**src/rtl/sumsq_seq.sv**
```systemverilog
// sumsq_seq: sequential sum of squares of up to four 3-bit operands, one square per cycle
module sumsq_seq (
   input  logic        clk,
   input  logic        rst,
   input  logic        start,
   input  logic [1:0]  len,
   input  logic [11:0] data,
   output logic        busy,
   output logic        done,
   output logic [7:0]  sum
);
   typedef enum logic [1:0] {IDLE, RUN, DONE} state_t;
   state_t      state_q, state_d;
   logic [1:0]  len_q, len_d, idx_q, idx_d;
   logic [11:0] data_q, data_d;
   logic [7:0]  acc_q, acc_d, sum_q, sum_d;
   logic [2:0]  elem;
   logic [5:0]  sq;
   // operand select feeding the single shared squarer
   always_comb begin
      elem = idx_q == 2'd0 ? data_q[2:0] : idx_q == 2'd1 ? data_q[5:3] :
             idx_q == 2'd2 ? data_q[8:6] : data_q[11:9];
      sq   = {3'b000, elem} * {3'b000, elem};
   end
   // next-state logic: latch on start, accumulate in RUN, publish total on entry to DONE
   always_comb begin
      state_d = state_q;
      len_d   = len_q;
      data_d  = data_q;
      idx_d   = idx_q;
      acc_d   = acc_q;
      sum_d   = sum_q;
      case (state_q)
         IDLE: if (start) begin
            state_d = RUN;
            len_d   = len;
            data_d  = data;
            idx_d   = 2'd0;
            acc_d   = 8'd0;
         end
         RUN: begin
            acc_d = acc_q + {2'b00, sq};
            if (idx_q == len_q) begin
               sum_d   = acc_d;
               state_d = DONE;
            end else idx_d = idx_q + 2'd1;
         end
         default: state_d = IDLE;
      endcase
   end
   // state registers with synchronous reset
   always_ff @(posedge clk) begin
      if (rst) begin
         state_q <= IDLE;
         len_q   <= 2'd0;
         data_q  <= 12'd0;
         idx_q   <= 2'd0;
         acc_q   <= 8'd0;
         sum_q   <= 8'd0;
      end else begin
         state_q <= state_d;
         len_q   <= len_d;
         data_q  <= data_d;
         idx_q   <= idx_d;
         acc_q   <= acc_d;
         sum_q   <= sum_d;
      end
   end
   assign busy = state_q == RUN;
   assign done = state_q == DONE;
   assign sum  = sum_q;
endmodule

```
**config.mk**
```make
export PLATFORM = sky130hd
export DESIGN_NAME = sumsq_seq
export DESIGN_NICKNAME = d
export VERILOG_FILES = /design/src/rtl/sumsq_seq.sv
export SDC_FILE = /design/constraint.sdc
export NUM_CORES = 1
export LEC_CHECK = 0
export ABC_AREA = 1
export CAP_MARGIN = 5
export CORE_UTILIZATION = 45
export CTS_BUF_LIST = sky130_fd_sc_hd__clkbuf_8
export DETAILED_ROUTE_END_ITERATION = 10
export HOLD_SLACK_MARGIN = 0.15
export PLACE_DENSITY = 0.76
export RECOVER_POWER = 25
export SETUP_SLACK_MARGIN = 0.02
export SLEW_MARGIN = 25
export SYNTH_ARGS = -nofsm -noshare
export SYNTH_HDL_FRONTEND = slang
export SYNTH_SLANG_ARGS = --single-unit
export TNS_END_PERCENT = 10
```
**constraint.sdc**
```tcl
create_clock -name clk -period 2.9 [get_ports clk]
set_clock_uncertainty 0.2 [all_clocks]
set_input_delay 0.435 -clock clk [delete_from_list [all_inputs] [get_ports clk]]
set_output_delay 0.435 -clock clk [all_outputs]
set_load 0.005 [all_outputs]
```
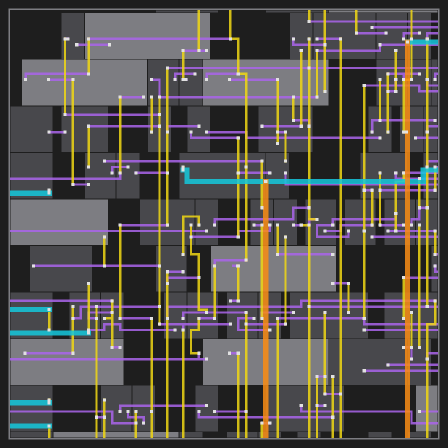
**Above:** run 1 (close-up of the layout).
Window x 3 to 28, y 35 to 60 microns. Cells in grey, sequential cells in the stronger grey; small squares are vias.
- M3: cyan
- M4: orange
- M2: yellow
- M1: purple
- most frequent: nand2_1 (16), a21oi_1 (7), dfxtp_1 (7)
- netlist names of flops here include: sum (5), acc_q (2)
- cells with their middle in the window: 55
- sequential cells in the window: 7

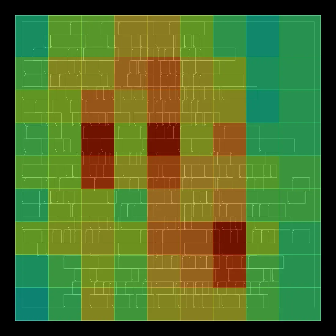
**Above:** run 1 (congestion heat map).
met3 GRT Util: 0.06250
routing usage on met2: 0.3019
WL/cell: 11.55 microns
Finished Core Util: 0.6012

==> reports/metrics.yaml, run 1 <==
outcome:
  outcome: "finished clean"
place:
  placed_cells: 308
  detailed_place.area_sq_um: 2034
  gp_congestion: 0.8853
  place_ws_ns: 0.05436
  dpl.hpwl_microns: 2419
  io_buffer_count: 26
sta:
  finalSetupViolCount: 0
  rsz0062_at_grt: "true"
  slew_violations: 0
  max_freq_ghz: 0.3755
  fin_crit_ns: 2.663
  finalClockPeriodUsage: 0.9183
  whs_ns: 0.2732
  fin_setup_tns_ns: 0
worst_setup_path:
  worst-path-stages: 16
  r2r_start: "idx_q[0]"
  path_delay_family: "adder cells"
  worst-path-buf-inv: 2
  crit_type: "reg -> reg"
  rr_worst_depth: 16
  crit_chain: "inv_2 -> ha_4 -> inv_2 -> nand2_1 -> nand3_1 -> o21ai_1 -> a21oi_2 -> nor2_1 -> ha_1 -> a21o_1 -> ha_4 -> nand3_1 -> nand2_1 -> xor2_1 -> nand2_1 -> a21oi_1"
  max_stage_delay_ns: 0.37
  r2r_slack_ns: 0.24
  required_ns: 2.92
layout:
  final_cell_area_sq_um: 2201
  area_delta_synth_final_pct: 27.56
  diodes: 0
  comb_area_sq_um: 964.7
  ff_count: 34
  nonClkBufAreaFrac: 0.1336
  largestClassByArea: "multi-input combinational cells"
  drive_above_1_share: 0.1296
  comb_share: 0.4383
  finalNonFillerCells: 318
  layout_top_cell: "nand2_1"
  comb_cells: 172
  nClkBuffers: 6
  inv_count: 25
floorplanning:
  core_sq_um: 3661
  die_h_microns: 63.92
  floorplan.core_util: 0.4713
  rows: 22
  taps: 48
synthesis:
  muxShareOfSynthArea: 0
  top_cell_area_share: 0.3945
  aoi_share: 0.1363
  ys_dominant_reg_cell: "dfxtp_1"
  ys_types: 22
  top_area_cell: "dfxtp_1"
  yosys_cells: 237
  netlist_area_sq_um: 1725
  ys_sh_adder: 0.08702
  synth.top_cells.by_count: "nand2_1, nor2_1, dfxtp_1"
  fp_nets: 266
  ys_area_sq_um: 1725
  synth.area.top_cells: "dfxtp_1, nand2_1, ha_1"
detailed_routing:
  via_count: 1559
  dr.pass1.iters: 4
  wl_met3_microns: 161
  met2_length_microns: 1615
  remaining_drc_errors: 0
  drtAntennaViolNets: 0
  dr.max_layer_used: "met4"
  drtIter0Drc: 61
  drt_wl_total_microns: 3673
flow_run:
  warnings: 29
min_path:
  min_to: "sum[2]"
power:
  switching_power_uw: 347.5
  top_power_group: "registers"
  power_mw: 1.160
  leakage_nw: 0.9672
  p_sw_frac: 0.2996
  pg_clk_uw: 368
  intPower_uw: 812.5
clock_network:
  cts_tree: "built"
  root_buffer: "clkbuf_8"
  numCtsBuffers: 5
  clkLatencyLatePin_ns: 0.29
  cts.path.max_buffers: 2
global_routing:
  grt-busiest-layer: "met2"
  grt_use_total: 0.2015
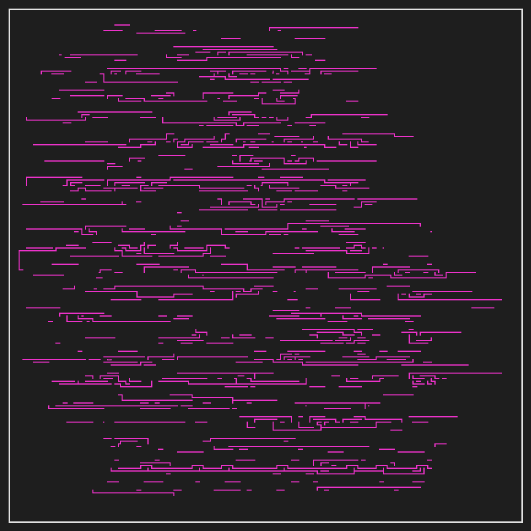
**Above:** run 1 (M1 wires).
Scale: 8 px per micron.
- wire length on this layer: 1830 microns
- longest straight run: 25.8 microns
- nets with wire on the layer: 265
- main direction: horizontal

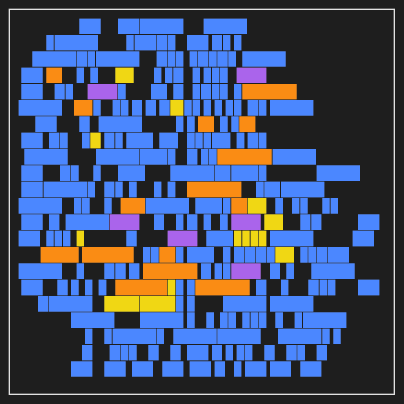
**Above:** run 1 (sizing map).
Scale: 6 px per micron.
- x1 and smaller: blue (cells 235; most used nand2_1)
- x6 and larger: purple (cells 6; most used clkbuf_8)
- x2: yellow (cells 14; most used inv_2)
- x3 and x4: orange (cells 15; most used ha_4)

-- run 1: logic make-up after synthesis --
logic type               Yosys count
AND/OR/NAND/NOR                  112
AND-OR/OR-AND                     44
flip-flops                        34
buffers and inverters             31
adder cells (fa/ha/maj)           12
XOR/XNOR                           4
-- run 1: what timing repair did --
action	in CTS	in global routing
pin swaps	1	4
setup buffers	0	2
hold buffers	0	0
setup endpoints to repair	3	10
resized	2	16
-- run 1: sequential cells by signal, indices dropped and copies added (netlist names) --
signal	flops
sum	8
idx_q	2
len_q	2
acc_q	8
data_q	12
state_q	2
==> run 2: changes to the inputs <==
Settings changed: CORE_UTILIZATION 45 to 55, PLACE_DENSITY 0.76 to 0.88.
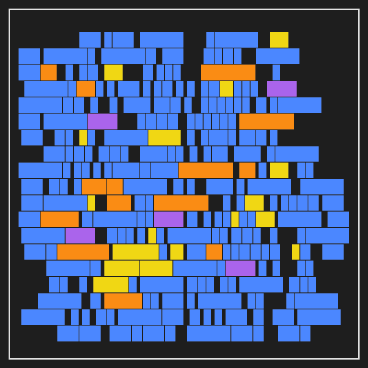
**Above:** run 2 (sizing map).
Scale: 6 px per micron.
- x2: yellow (cells 17; most used inv_2)
- x1 and smaller: blue (cells 232; most used nand2_1)
- x6 and larger: purple (cells 5; most used clkbuf_8)
- x3 and x4: orange (cells 14)

==> run 2 against run 1 <==
- the run now ends with design-rule violations left
- area after synthesis did not move
- sequential power barely moved
- routed wire length rose by 4.8%
- sequential cell count did not move
- sequential share of layout area rose by 0.28 points
- highest routed layer unchanged
==> reports/metrics.yaml, run 2 <==
outcome:
  outcome: "finished with violations"
  violations: "design-rule violations"
layout:
  final_cell_area_sq_um: 2173
  layout_top_cell: "nand2_1"
  drive_above_1_share: 0.1343
  diodes: 0
  largest_reg_flops: 12
  utilization: 0.7618
  comb_cells: 172
  lay_top_cells: "nand2_1, nor2_1, dfxtp_1"
  inv_count: 25
  finalNonFillerCells: 299
  nets: 297
  clockNetworkAreaShare: 0.03512
  comb_area_sq_um: 983.4
  nClkBuffers: 5
  largestClassByArea: "multi-input combinational cells"
  regMostFlops: "data_q"
  ff_count: 34
  area_delta_synth_final_pct: 25.96
  nonClkBufAreaFrac: 0.1336
  sh_seq_area: 0.3155
  comb_share: 0.4525
synthesis:
  ys_sh_xor: 0.02901
  ys_seq_frac: 0.3945
  ys_types: 22
  netlist_area_sq_um: 1725
  synth.area.top_cells: "dfxtp_1, nand2_1, ha_1"
  aoi_share: 0.1363
  ys_warn_count: 0
  numSynthFlops: 34
  synth.avg_cell_area_sq_um: 7.280
  ys_sh_adder: 0.08702
  simple_gate_share: 0.2763
  synth.top_cells.by_count: "nand2_1, nor2_1, dfxtp_1"
  top_area_cell: "dfxtp_1"
  muxShareOfSynthArea: 0
  fp_nets: 266
  ys_top_logic_family: "simple AND/OR/NAND/NOR gates"
  ys_dominant_reg_cell: "dfxtp_1"
  yosys_cells: 237
  ys_area_sq_um: 1725
  top_cell_area_share: 0.3945
detailed_routing:
  dr.max_layer_used: "met4"
  drt_wl_total_microns: 3851
  remaining_drc_errors: 1
  dr.pass1.iters: 7
  wl_met3_microns: 203
  met2_length_microns: 1879
  wl_per_cell_microns: 12.88
  drtAntennaViolNets: 0
  drtIter0Drc: 76
  via_count: 1571
min_path:
  min_path_cells: 2
  min_to: "sum[3]"
worst_setup_path:
  crit_path_end: "sum[7]"
  r2r_start: "idx_q[0]"
  crit_type: "reg -> reg"
  r2r_slack_ns: 0.18
  critPathLaunch: "idx_q[0]"
  crit_path_max_fanout: 5
  rr_worst_depth: 18
  cp-start-kind: "flop"
  required_ns: 2.89
power:
  vdd_drop_max_v: 0.0005047
  leakage_nw: 0.9634
  p_clk_frac: 0.283
  power_mw: 1.118
  intPower_uw: 782.3
  p_per_area_nw_per_um2: 514.4
  combPwrFrac: 0.247
  switching_power_uw: 335.5
  p_sw_frac: 0.3001
place:
  detailed_place.area_sq_um: 2013
  place_ws_ns: -0.03765
  dpl.hpwl_microns: 2562
  placed_cells: 291
  gp_congestion: 0.9506
  io_buffer_count: 26
global_routing:
  grt-busiest-layer: "met2"
  grt_use_total: 0.2569
  grt_max_degree: 19
  grt_util_met2: 0.4056
  met1_usage: 0.3161
  overflow: 0
  use_met3: 0.06473
  antenna_found_initial: 0
  grt_pass1_wl_microns: 6451
  first_global_vias: 1496
clock_network:
  numCtsBuffers: 5
  ctsHtreeMaxLevel: 2
  cts_resized: 2
  clkLatencyLatePin_ns: 0.29
  cts.path.max_buffers: 2
  root_buffer: "clkbuf_8"
  hold_buffers: 0
  cts_tree: "built"
  cts_setup_buffers: 0
floorplanning:
  taps: 31
  die_width_microns: 58.01
  core_sq_um: 2853
  die_h_microns: 58.01
  floorplan.core_util: 0.6048
  rows: 19
  dieArea_sq_um: 3365
sta:
  max_freq_ghz: 0.3671
  layout_setup_ws_ns: 0.1758
  finalSetupViolCount: 0
  whs_ns: 0.2697
  slew_headroom: 0.7030
  fin_setup_tns_ns: 0
  finalClockPeriodUsage: 0.9394
  slew_violations: 0
  rsz0062_at_grt: "true"
  fin_crit_ns: 2.724
  hold_viol_final: 0
flow_run:
  warnings: 29
run 2: cell counts after synthesis:
No cell type changed its count.
run 2: worst max-delay path, cell delays in order (launching register included):
cell     delay, ns
dfxtp_2       0.37
inv_2         0.08
ha_1          0.23
inv_1         0.18
nor2_1        0.07
a21oi_2       0.17
nor2_1        0.08
ha_1          0.19
a21o_1        0.18
ha_4          0.29
nand2_1       0.07
nand2_2       0.10
nand3_1       0.09
nand2_1       0.07
nand2_1       0.06
nand2_1       0.06
nand2_1       0.05
nand2_1       0.06
inv_1         0.03
run 2: power by group through the flow:
stage,Sequential (mW),Clock (mW),Combinational (mW)
floorplan,0.529,0,0.168
global placement,0.533,0,0.239
detailed placement,0.534,0,0.247
CTS,0.525,0.322,0.250
global route,0.528,0.349,0.306
finish,0.525,0.317,0.276
==> run 3: changes to the inputs <==
Settings changed: CORE_ASPECT_RATIO set to 0.5.
==> run 3 against run 2 <==
- the flow now finishes without violations
- sequential cell count unchanged
- non-clock buffer count unchanged
- largest cell class unchanged
- critical path depth rose by 2
- routed wire length rose by 3.3%
- via count did not move
- first-iteration DRC count decreased by 2.6%
==> reports/metrics.yaml, run 3 <==
min_path:
  min_path_cells: 2
  min_to: "acc_q[1]"
  hold_start: "acc_q[1]"
  hold_path.class: "reg -> reg"
sta:
  worst_slew_pin_slew_ns: 0.4674
  hold_viol_final: 0
  finalClockPeriodUsage: 0.9538
  finalSetupViolCount: 0
  fin_crit_ns: 2.766
  slew_headroom: 0.6880
  layout_setup_ws_ns: 0.1341
  whs_ns: 0.2714
  slew_violations: 0
  rsz0062_at_grt: "true"
  fin_setup_tns_ns: 0
  max_freq_ghz: 0.3615
detailed_routing:
  via_per_inst: 5.134
  wl_per_cell_microns: 13.00
  drt_wl_total_microns: 3978
  remaining_drc_errors: 0
  drtAntennaViolNets: 0
  drtIter0Drc: 74
  via_count: 1571
  dr.pass1.iters: 4
layout:
  layout_top_cell: "nand2_1"
  utilization: 0.7796
  fillers: 197
  comb_cells: 172
  diodes: 0
  ff_count: 34
  clockNetworkAreaShare: 0.04212
  finalNonFillerCells: 306
  sh_seq_area: 0.3145
  largest_reg_flops: 12
  buffers: 30
  nets: 297
  inv_count: 25
  flop_area_sq_um: 681.9
  comb_share: 0.4426
  lay_top_cells: "nand2_1, nor2_1, dfxtp_1"
  nonClkBufAreaFrac: 0.1339
  nClkBuffers: 6
  largestClassByArea: "multi-input combinational cells"
  area_delta_synth_final_pct: 25.67
  drive_above_1_share: 0.1227
  regMostFlops: "data_q"
  comb_area_sq_um: 959.7
  final_cell_area_sq_um: 2168
power:
  p_clk_frac: 0.313
  leakage_nw: 0.9720
  pg_clk_uw: 365
  p_per_area_nw_per_um2: 536.5
  switching_power_uw: 353.6
  p_sw_frac: 0.3039
  power_mw: 1.163
  vdd_drop_max_v: 0.0003507
  intPower_uw: 809.8
  top_power_group: "registers"
  seq_power_uw: 524
  combPwrFrac: 0.236
  comb-power_uw: 275
  p_seq_frac: 0.450
synthesis:
  netlist_area_sq_um: 1725
  netlist_instances: 237
  fp_nets: 266
  ys_area_sq_um: 1725
  numSynthFlops: 34
  yosys_cells: 237
  edf_count: 0
  ys_sh_adder: 0.08702
  aoi_share: 0.1363
  ys_sh_xor: 0.02901
  top_area_cell: "dfxtp_1"
  top_cell: "nand2_1"
  muxShareOfSynthArea: 0
  ys_top_logic_family: "simple AND/OR/NAND/NOR gates"
  synth.avg_cell_area_sq_um: 7.280
  top_cell_area_share: 0.3945
  ys_async_sr_fraction: 0
  ys_warn_count: 0
  simple_gate_share: 0.2763
  synth.area.top_cells: "dfxtp_1, nand2_1, ha_1"
  ys_types: 22
  synth.top_cells.by_count: "nand2_1, nor2_1, dfxtp_1"
  ys_seq_frac: 0.3945
  ys_dominant_reg_cell: "dfxtp_1"
flow_run:
  cap_violations: 0
  warnings: 29
worst_setup_path:
  cp-start-kind: "flop"
  crit_path_max_fanout: 4
  required_ns: 2.90
  r2r_slack_ns: 0.13
  r2r_start: "idx_q[0]"
  worst-path-buf-inv: 4
  path_delay_family: "adder cells"
  reg2reg_to: "sum[7]"
  max_stage_delay_ns: 0.36
  cp_common_cell: "nand2_1"
  crit_type: "reg -> reg"
  critPathArrivalTime_ns: 2.77
  rr_worst_depth: 20
  endpoint_kind: "flop"
  crit_chain: "inv_2 -> ha_2 -> inv_2 -> nand2_1 -> nand3_1 -> o21ai_0 -> a21oi_2 -> buf_4 -> ha_1 -> ha_1 -> ha_1 -> nand2_1 -> nand2_1 -> nand3_1 -> nand2_1 -> nand2_1 -> nand2_1 -> nand2_1 -> nand2_1 -> inv_1"
  crit_slowest_cell: "dfxtp_1"
clock_network:
  cts_setup_buffers: 0
  root_buffer: "clkbuf_8"
  ctsHtreeMaxLevel: 2
  path_clk_slew_ns: 0.07
  cts_resized: 0
  cts.sinks: 34
  cts.path.max_buffers: 2
  numCtsBuffers: 5
  cts_tree: "built"
  hold_buffers: 0
  clkLatencyLatePin_ns: 0.29
global_routing:
  grt_max_degree: 19
  grt_use_total: 0.2491
  antenna_found_initial: 0
  first_global_vias: 1457
  overflow: 0
  grt_pass1_wl_microns: 6182
place:
  place_ws_ns: 0.06042
  detailed_place.area_sq_um: 2028
  dpl.hpwl_microns: 2728
  placed_cells: 298
  gp_congestion: 0.9064
  io_buffer_count: 26
outcome:
  outcome: "finished clean"
floorplanning:
  core_sq_um: 2781
  rows: 13
  taps: 37
  dieArea_sq_um: 3379
  io_pins: 27
  die_width_microns: 81.21
  floorplan.core_util: 0.6203
  die_h_microns: 41.61
-- run 3: worst max-delay path by stage --
stage | from | to | slack, ns | cells after the start
floorplan | idx_q[0] | sum[7] | 0.23 | 20
global placement | idx_q[0] | sum[4] | 0.12 | 16
detailed placement | idx_q[0] | sum[7] | 0.06 | 20
CTS | idx_q[0] | sum[7] | 0.02 | 20
global route | idx_q[0] | sum[7] | -0.10 | 19
finish | idx_q[0] | sum[7] | 0.13 | 20
-- run 3: per-layer routing --
layer | part of all wire | up-vias | routed length, microns | global-route usage
met5 | 0 | - | 0 | 0
met4 | 0.025 | 0 | 100 | 0.08571
met3 | 0.049 | 11 | 196 | 0.1033
met2 | 0.48 | 37 | 1901 | 0.4151
met1 | 0.45 | 708 | 1779 | 0.2875
li1 | - | 815 | - | -
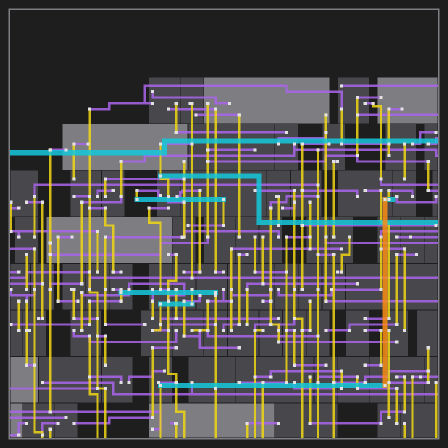
**Above:** run 3 (close-up of the layout).
Window x 8 to 33, y 17 to 42 microns. Cells in grey, sequential cells in the stronger grey; small squares are vias.
- M4: orange
- M3: cyan
- M1: purple
- M2: yellow
- cells with their middle in the window: 67
- sequential cells in the window: 4
- netlist names of flops here include: acc_q (3), sum (1)
- most frequent: nand2_1 (23), inv_1 (9)


==> gallery <==
Placed cells, one colour a class.
Scale: 6 px per micron.
shot_01.png
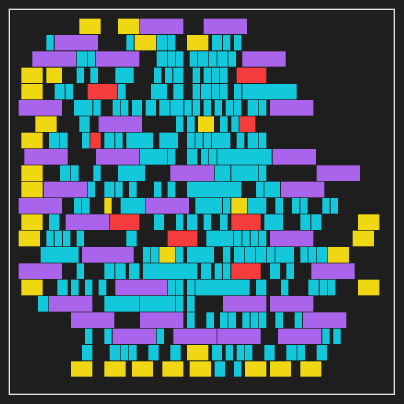
shot_02.png
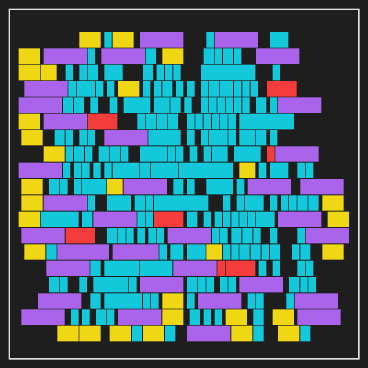
shot_03.png
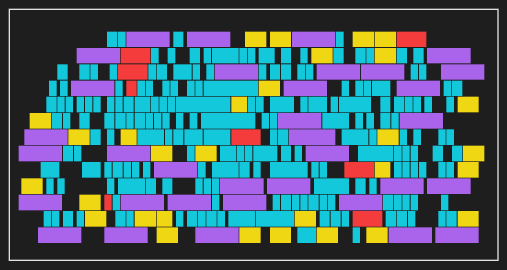
Of these, lowest utilization: shot_01.png
Of these, largest die: shot_01.png
shot_01.png comes from run 1.
shot_02.png comes from run 2.
shot_03.png comes from run 3.

Power is estimated from default activity; no workload was simulated.
